$ cat config.mk
export PLATFORM = sky130hd
export DESIGN_NAME = uart_tx
export DESIGN_NICKNAME = d
export VERILOG_FILES = /design/src/rtl/uart_tx.sv
export SDC_FILE = /design/constraint.sdc
export NUM_CORES = 1
export LEC_CHECK = 0
export CAP_MARGIN = 10
export CELL_PAD_IN_SITES_DETAIL_PLACEMENT = 2
export CELL_PAD_IN_SITES_GLOBAL_PLACEMENT = 2
export CORE_ASPECT_RATIO = 0.6
export CORE_MARGIN = 4
export CORE_UTILIZATION = 25
export CTS_CLUSTER_DIAMETER = 50
export DETAILED_ROUTE_END_ITERATION = 8
export MAX_ROUTING_LAYER = met4
export PLACE_DENSITY_LB_ADDON = 0.1
export SLEW_MARGIN = 20
export SYNTH_ARGS = -nofsm -noshare
export SYNTH_HDL_FRONTEND = slang
export SYNTH_SLANG_ARGS = --single-unit
$ cat constraint.sdc
create_clock -name clk -period 1.85 [get_ports clk]
set_clock_uncertainty 0.1 [all_clocks]
set_input_delay 0.37 -clock clk [delete_from_list [all_inputs] [get_ports clk]]
set_output_delay 0.37 -clock clk [all_outputs]
set_load 0.05 [all_outputs]
$ cat src/rtl/uart_tx.sv
// UART transmitter: serialises one 5-8 bit character per request as start bit,
// data LSB first, optional parity and 1 or 2 stop bits, timed by an oversample tick.
module uart_tx #(
  parameter int OVERSAMPLE = 16
) (
  input  logic        clk,
  input  logic        rst_n,
  input  logic        tx_tick,
  input  logic        start_tx_i,
  input  logic [31:0] tx_data_i,
  input  logic [1:0]  data_bit_num_i,
  input  logic        parity_en_i,
  input  logic        parity_type_i,
  input  logic        stop_bit_num_i,
  input  logic        cts_n,
  output logic        tx,
  output logic        tx_busy_o,
  output logic        tx_done_o
);

  localparam int CNT_W = $clog2(OVERSAMPLE);

  typedef enum logic [2:0] {
    TX_IDLE,
    TX_START,
    TX_DATA,
    TX_PARITY,
    TX_STOP
  } tx_state_e;

  tx_state_e        state, state_next;
  logic [CNT_W-1:0] tick_cnt;
  logic [2:0]       bit_cnt;
  logic [7:0]       shift_reg;
  logic [1:0]       data_bits;
  logic             parity_en;
  logic             stop_two;
  logic             parity_bit;

  logic       accept;
  logic       bit_end;
  logic       last_data;
  logic       last_stop;
  logic [7:0] data_mask;
  logic       new_parity;
  logic       unused_data;

  assign unused_data = ^tx_data_i[31:8];

  // Acceptance also waits out the tx_done_o cycle (busy still high), which gives
  // the register block one clock to drop its level request after done.
  assign accept    = (state == TX_IDLE) && !tx_busy_o && start_tx_i && !cts_n;
  assign bit_end   = tx_tick && (tick_cnt == CNT_W'(OVERSAMPLE - 1));
  assign last_data = (bit_cnt == {1'b1, data_bits});
  assign last_stop = !stop_two || bit_cnt[0];

  assign data_mask  = 8'hff >> (3'd3 - {1'b0, data_bit_num_i});
  assign new_parity = parity_type_i ? ^(tx_data_i[7:0] & data_mask)
                                    : ~^(tx_data_i[7:0] & data_mask);

  always_ff @(posedge clk or negedge rst_n) begin
    if (!rst_n) state <= TX_IDLE;
    else        state <= state_next;
  end

  // NOTE: next state is defaulted to the current state before the case, so no
  // path leaves it unassigned and no latch is inferred.
  always_comb begin
    state_next = state;
    case (state)
      TX_IDLE:   if (accept) state_next = TX_START;
      TX_START:  if (bit_end) state_next = TX_DATA;
      TX_DATA:   if (bit_end && last_data) state_next = parity_en ? TX_PARITY : TX_STOP;
      TX_PARITY: if (bit_end) state_next = TX_STOP;
      TX_STOP:   if (bit_end && last_stop) state_next = TX_IDLE;
      default:   state_next = TX_IDLE;
    endcase
  end

  // NOTE: all sequential state uses non-blocking assignments so every register
  // samples the pre-edge values regardless of statement order.
  always_ff @(posedge clk or negedge rst_n) begin
    if (!rst_n) begin
      tick_cnt   <= '0;
      bit_cnt    <= '0;
      shift_reg  <= '0;
      data_bits  <= '0;
      parity_en  <= 1'b0;
      stop_two   <= 1'b0;
      parity_bit <= 1'b0;
    end else if (accept) begin
      tick_cnt   <= '0;
      bit_cnt    <= '0;
      shift_reg  <= tx_data_i[7:0];
      data_bits  <= data_bit_num_i;
      parity_en  <= parity_en_i;
      stop_two   <= stop_bit_num_i;
      parity_bit <= new_parity;
    end else if (state != TX_IDLE && tx_tick) begin
      tick_cnt <= bit_end ? '0 : tick_cnt + 1'b1;
      if (bit_end) begin
        case (state)
          TX_DATA: begin
            shift_reg <= shift_reg >> 1;
            bit_cnt   <= last_data ? 3'd0 : bit_cnt + 3'd1;
          end
          TX_STOP: bit_cnt <= bit_cnt + 3'd1;
          default: ;
        endcase
      end
    end
  end

  // Outputs are registered from the state, so each lags its state change by one clock.
  always_ff @(posedge clk or negedge rst_n) begin
    if (!rst_n) begin
      tx        <= 1'b1;
      tx_busy_o <= 1'b0;
      tx_done_o <= 1'b0;
    end else begin
      tx_busy_o <= (state != TX_IDLE);
      tx_done_o <= (state == TX_IDLE) && tx_busy_o;
      case (state)
        TX_START:  tx <= 1'b0;
        TX_DATA:   tx <= shift_reg[0];
        TX_PARITY: tx <= parity_bit;
        default:   tx <= 1'b1;
      endcase
    end
  end

endmodule

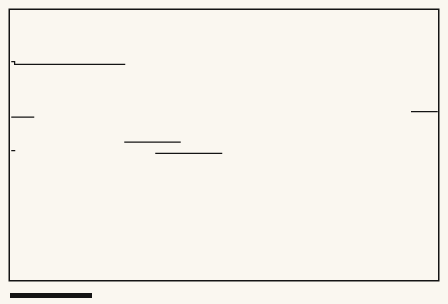
run_1/met3.png
Bar = 20 um.
wire length on this layer: 70.1 um
main direction: horizontal
share of all routed wire: 1.5%
met3 GRT Util: 2.34%
Post-Route WL: 4.55 mm
Vias: 1177

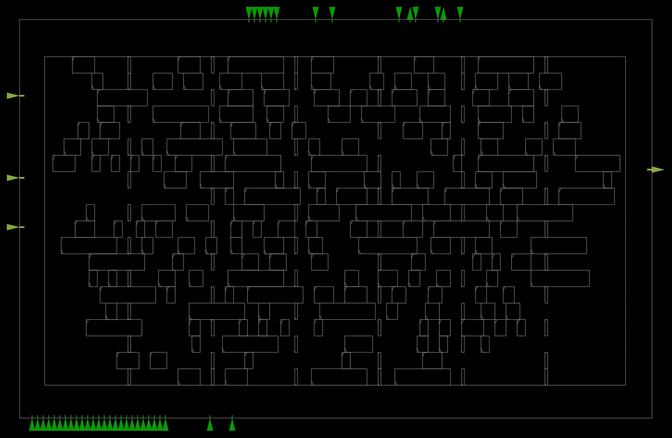
run_1/final_placement.png
Util after Layout: 37.3%
Finished Layout Cells: 249

==> qor.txt, run 1 <==
Status: finished, violations left
Failing checks: setup timing
Final Setup Violations: 6
Number of hold buffers added after cts: 0
Most common cell in the netlist: dfrtp_1
Crit path largest cell delay: 0.56 ns
Drt pass-1 iters: 4
P_int: 0.00150 W
Seq. pwr: 0.000972 W
Hold Crit Class: in -> async
Min Clock Period, post-route: 1.91 ns
1st-iter DRT viols: 24
Largest net degree at the start of global routing: 27
FP Util: 26.8%
Nets: 228
Crit path to: shift_reg[4]$_DFFE_PN0P_
Rel. slew slack: 54.9%
Crit path max fanout: 8
Synthesis-to-layout area growth: 39.3%
RePlAce Congestion: 0.725
DP HPWL: 3.57 mm
Final routed DRC violation total: 0
GRT overflow: 0
Max-capacitance violation count: 0
Vias in the first global route: 1374
Setup crit start kind: flip-flop
Slowest CP cell: or4b_4
Reg clk slew, reported paths: 0.09 ns
TritonCTS Buffers: 3
Ys cells: 137
Syn Std Cell Area: 1400 sq um
Highest Clock Rate: 525 MHz
Post-synth seq share: 46.5%
CTS root buf: clkbuf_8
Final worst-path setup slack: -0.0552 ns
Die W: 105 um
Site Rows: 20
Final Max Tran Viols: 0
Cell count after synthesis: 137
Port Buffers: 20
Initial antenna violation count: 0
Dominant logic cell types in the final layout: buf_4 (28), dfrtp_1 (24), clkdlybuf4s50_1 (14)
Yosys Chip Area: 1400 sq um
Synth flops: 26
Core Area: 5230 sq um
Unique cell types: 40
Leakage power: 0.879 nW
EDFF count, synth: 0
Max reg flops: 8
CP Cell Sequence: or4b_4, a211oi_4, buf_6, mux2_4
Clock network power share: 13.5%
CP required: 1.91 ns
Yosys warning tally: 0
Net count after synthesis: 181
FF-to-FF End: shift_reg[4]$_DFFE_PN0P_
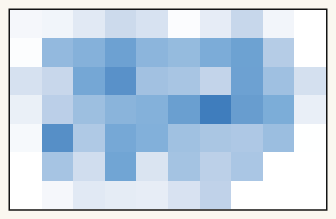
run_1/density.png
10 x 7 tiles, from white (low) to dark blue (high), 0 to 100% covered.
mean over tiles: 27%
emptiest ninth of the die: lower right
densest ninth of the die: centre
fullest tile: 69%

==> run 1: logic make-up (layout without fill, tap and decap cells) <==
family	Yosys count	count (layout)	synth area share, %
XOR/XNOR	9	9	6.61
buffers and inverters	14	60	3.93
multiplexers	14	14	11.0
flip-flops	26	26	46.5
AND-OR/OR-AND	28	28	13.6
adder cells (fa/ha/maj)	2	2	1.79
AND/OR/NAND/NOR	44	44	16.6
==> run 1: critical path: cells and delay by family (launching register included) <==
| kind | cells | cell delay [ns] |
|---|---|---|
| compound gates | 1 | 0.23 |
| buf+inv | 1 | 0.18 |
| mux | 1 | 0.31 |
| simple gates | 1 | 0.56 |
| flops | 1 | 0.40 |
==> run 1: through the flow <==
step / area, sq um / cells / power (W) / worst slack (ns)
final: 1950 / 249 / 0.00247 / -0.0552
after global routing: 1950 / 249 / 0.00265 / -0.0984
after CTS: 1940 / 249 / 0.00248 / -0.0607
after detailed placement: 1860 / 244 / 0.00209 / -0.538
after global placement: 1860 / 244 / 0.00200 / -0.475
after floorplan: 1400 / 137 / 0.00157 / -0.182
==> run 1: what timing repair did <==
item,4_1_cts,5_1_grt
gates cloned,0,0
resized,12,2
pin swaps,2,2
setup buffers,1,0
endpoints found under the setup margin,7,12
==> run 1: per-layer routing <==
metal / GRT usage [%] / share of wire [%] / vias up
met5: - / 0 / -
met4: 1.96 / 0.42 / 0
met3: 2.34 / 1.5 / 2
met2: 24.2 / 47 / 6
met1: 18.7 / 51 / 601
li1: - / - / 568
==> run 1: area by class of cell <==
type / count / area, sq um
clock buffer: 4 / 45.0
fill: 556 / 3280
inverter: 9 / 33.8
multi-input combinational: 97 / 729
sequential: 26 / 653
tap: 66 / 82.6
timing repair buffer: 47 / 408
==> run 2, diff against run 1 <==
--- a/config.mk
+++ b/config.mk
@@ -11,7 +11,7 @@
 export CORE_ASPECT_RATIO = 0.6
 export CORE_MARGIN = 4
 export CORE_UTILIZATION = 25
-export CTS_CLUSTER_DIAMETER = 50
+export CTS_CLUSTER_DIAMETER = 40
 export DETAILED_ROUTE_END_ITERATION = 8
 export MAX_ROUTING_LAYER = met4
 export PLACE_DENSITY_LB_ADDON = 0.1
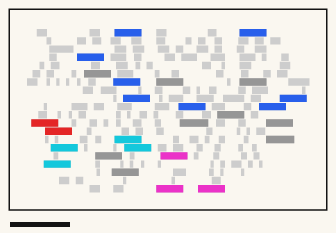
run_2/registers.png
Bar = 20 um.
| colour | signal | sequential cells |
|---|---|---|
| cyan | `tick_cnt` | 4 |
| magenta | `bit_cnt` | 3 |
| red | `data_bits` | 2 |
| blue | `shift_reg` | 8 |
not coloured: 9
Seq. pwr: 0.000972 W
fraction of area in registers: 33.5%
register area: 653 sq um

==> run 2 against run 1 <==
  * The flow still finishes with violations (setup timing)
  * Non-clock buffer count stayed put
  * Sequential power hardly changed
  * Flip-flop count stayed put
  * First-iteration DRC count stayed put
  * Routed wire length stayed put
  * Synthesized cell count stayed put
  * Final area stayed put
  * Maximum frequency stayed put
  * Clock power hardly changed
  * Via count stayed put
==> qor.txt, run 2 <==
Status: finished, violations left
Failing checks: setup timing
MI comb area: 729 sq um
Reg clk slew, reported paths: 0.09 ns
Final total power: 0.00247 W
Initial antenna violation count: 0
Finished Layout Cells: 249
Number of hold buffers added after cts: 0
CP required: 1.91 ns
Crit path max-delay family: simple AND/OR/NAND/NOR gates
Largest net degree at the start of global routing: 27
Final worst-path setup slack: -0.0552 ns
EDFF count, synth: 0
Highest Clock Rate: 525 MHz
Yosys warning tally: 0
Max reg flops: 8
Max-capacitance violation count: 0
Crit path buffers/inverters: 1
Crit path largest cell delay: 0.56 ns
Util after Layout: 37.3%
Min Clock Period, post-route: 1.91 ns
Post-synth seq share: 46.5%
Vias: 1177
FP Util: 26.8%
Fin area: 1950 sq um
Critical Path Stages: 4
Die W: 105 um
Unique cell types: 40
Post-Route WL: 4.55 mm
Yosys Chip Area: 1400 sq um
Crit path max fanout: 8
Final Setup Violations: 6
Dominant logic cell types in the final layout: buf_4 (28), dfrtp_1 (24), clkdlybuf4s50_1 (14)
Most common cell in the netlist: dfrtp_1
RePlAce Congestion: 0.725
P_int: 0.00150 W
Hold Crit Class: in -> async
TritonCTS Buffers: 3
CP Cell Sequence: or4b_4, a211oi_4, buf_6, mux2_4
Final Max Tran Viols: 0
Ys cells: 137
Clock network power share: 13.5%
DP HPWL: 3.57 mm
Cells after DPL: 244
Vias in the first global route: 1374
Final routed DRC violation total: 0
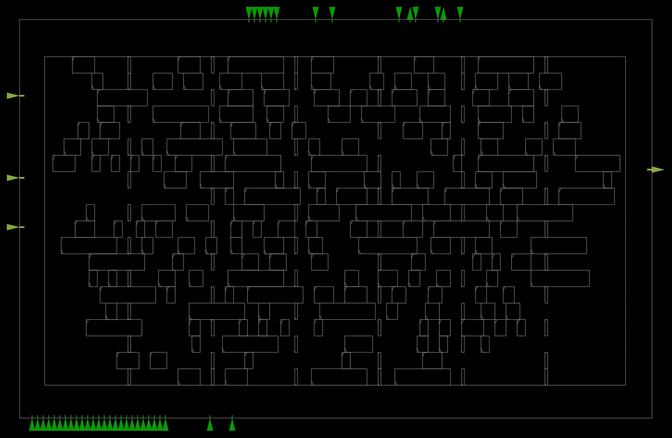
run_2/final_placement.png
Core Area: 5230 sq um
# Taps: 66
Flops: 26
fillcell total: 556

-- run 2: cell counts in the layout (fill, tap and decap cells not counted) --
No cell type changed its count.
-- run 2: logic make-up (layout without fill, tap and decap cells) --
logic type / after synthesis / in the layout / share of synthesized area (%)
simple gates: 44 / 44 / 16.6
compound gates: 28 / 28 / 13.6
flops: 26 / 26 / 46.5
mux: 14 / 14 / 11.0
buf+inv: 14 / 60 / 3.93
xor+xnor: 9 / 9 / 6.61
fa+ha+maj: 2 / 2 / 1.79
-- run 2: repair_timing --
action                     in CTS  in global routing
setup endpoints to repair       7                 12
resized                        12                  2
pin swaps                       2                  2
setup buffers                   1                  0
-- run 2: per-layer routing --
metal / share of wire, % / up-vias / global-route usage, % / routed length (um)
met5: 0 / - / - / 0
met4: 0.42 / 0 / 1.96 / 19
met3: 1.5 / 2 / 2.34 / 70
met2: 47 / 6 / 24.2 / 2130
met1: 51 / 601 / 18.7 / 2340
li1: - / 568 / - / -
-- run 2: area by class of cell --
| class | count | area share, % |
|---|---|---|
| Inverter | 9 | 1.73 |
| Multi-Input combinational cell | 97 | 37.4 |
| Timing Repair Buffer | 47 | 20.9 |
| Clock buffer | 4 | 2.31 |
| Sequential cell | 26 | 33.5 |
| Tap cell | 66 | 4.23 |
-- run 2: final timing paths --
path	from	slack, ns	end
min in group clk	shift_reg[5]$_DFFE_PN0P_	0.42	shift_reg[5]$_DFFE_PN0P_
min	rst_n	0.37	bit_cnt[2]$_DFFE_PN0P_
max reg2reg	state[1]$_DFFE_PN0P_	-0.06	shift_reg[4]$_DFFE_PN0P_
max	state[1]$_DFFE_PN0P_	-0.06	shift_reg[4]$_DFFE_PN0P_
max in group asynchronous	rst_n	0.97	tx$_DFF_PN1_
min reg2reg	shift_reg[5]$_DFFE_PN0P_	0.42	shift_reg[5]$_DFFE_PN0P_
Power figures rest on the tool's default switching activity, not on a simulated workload.
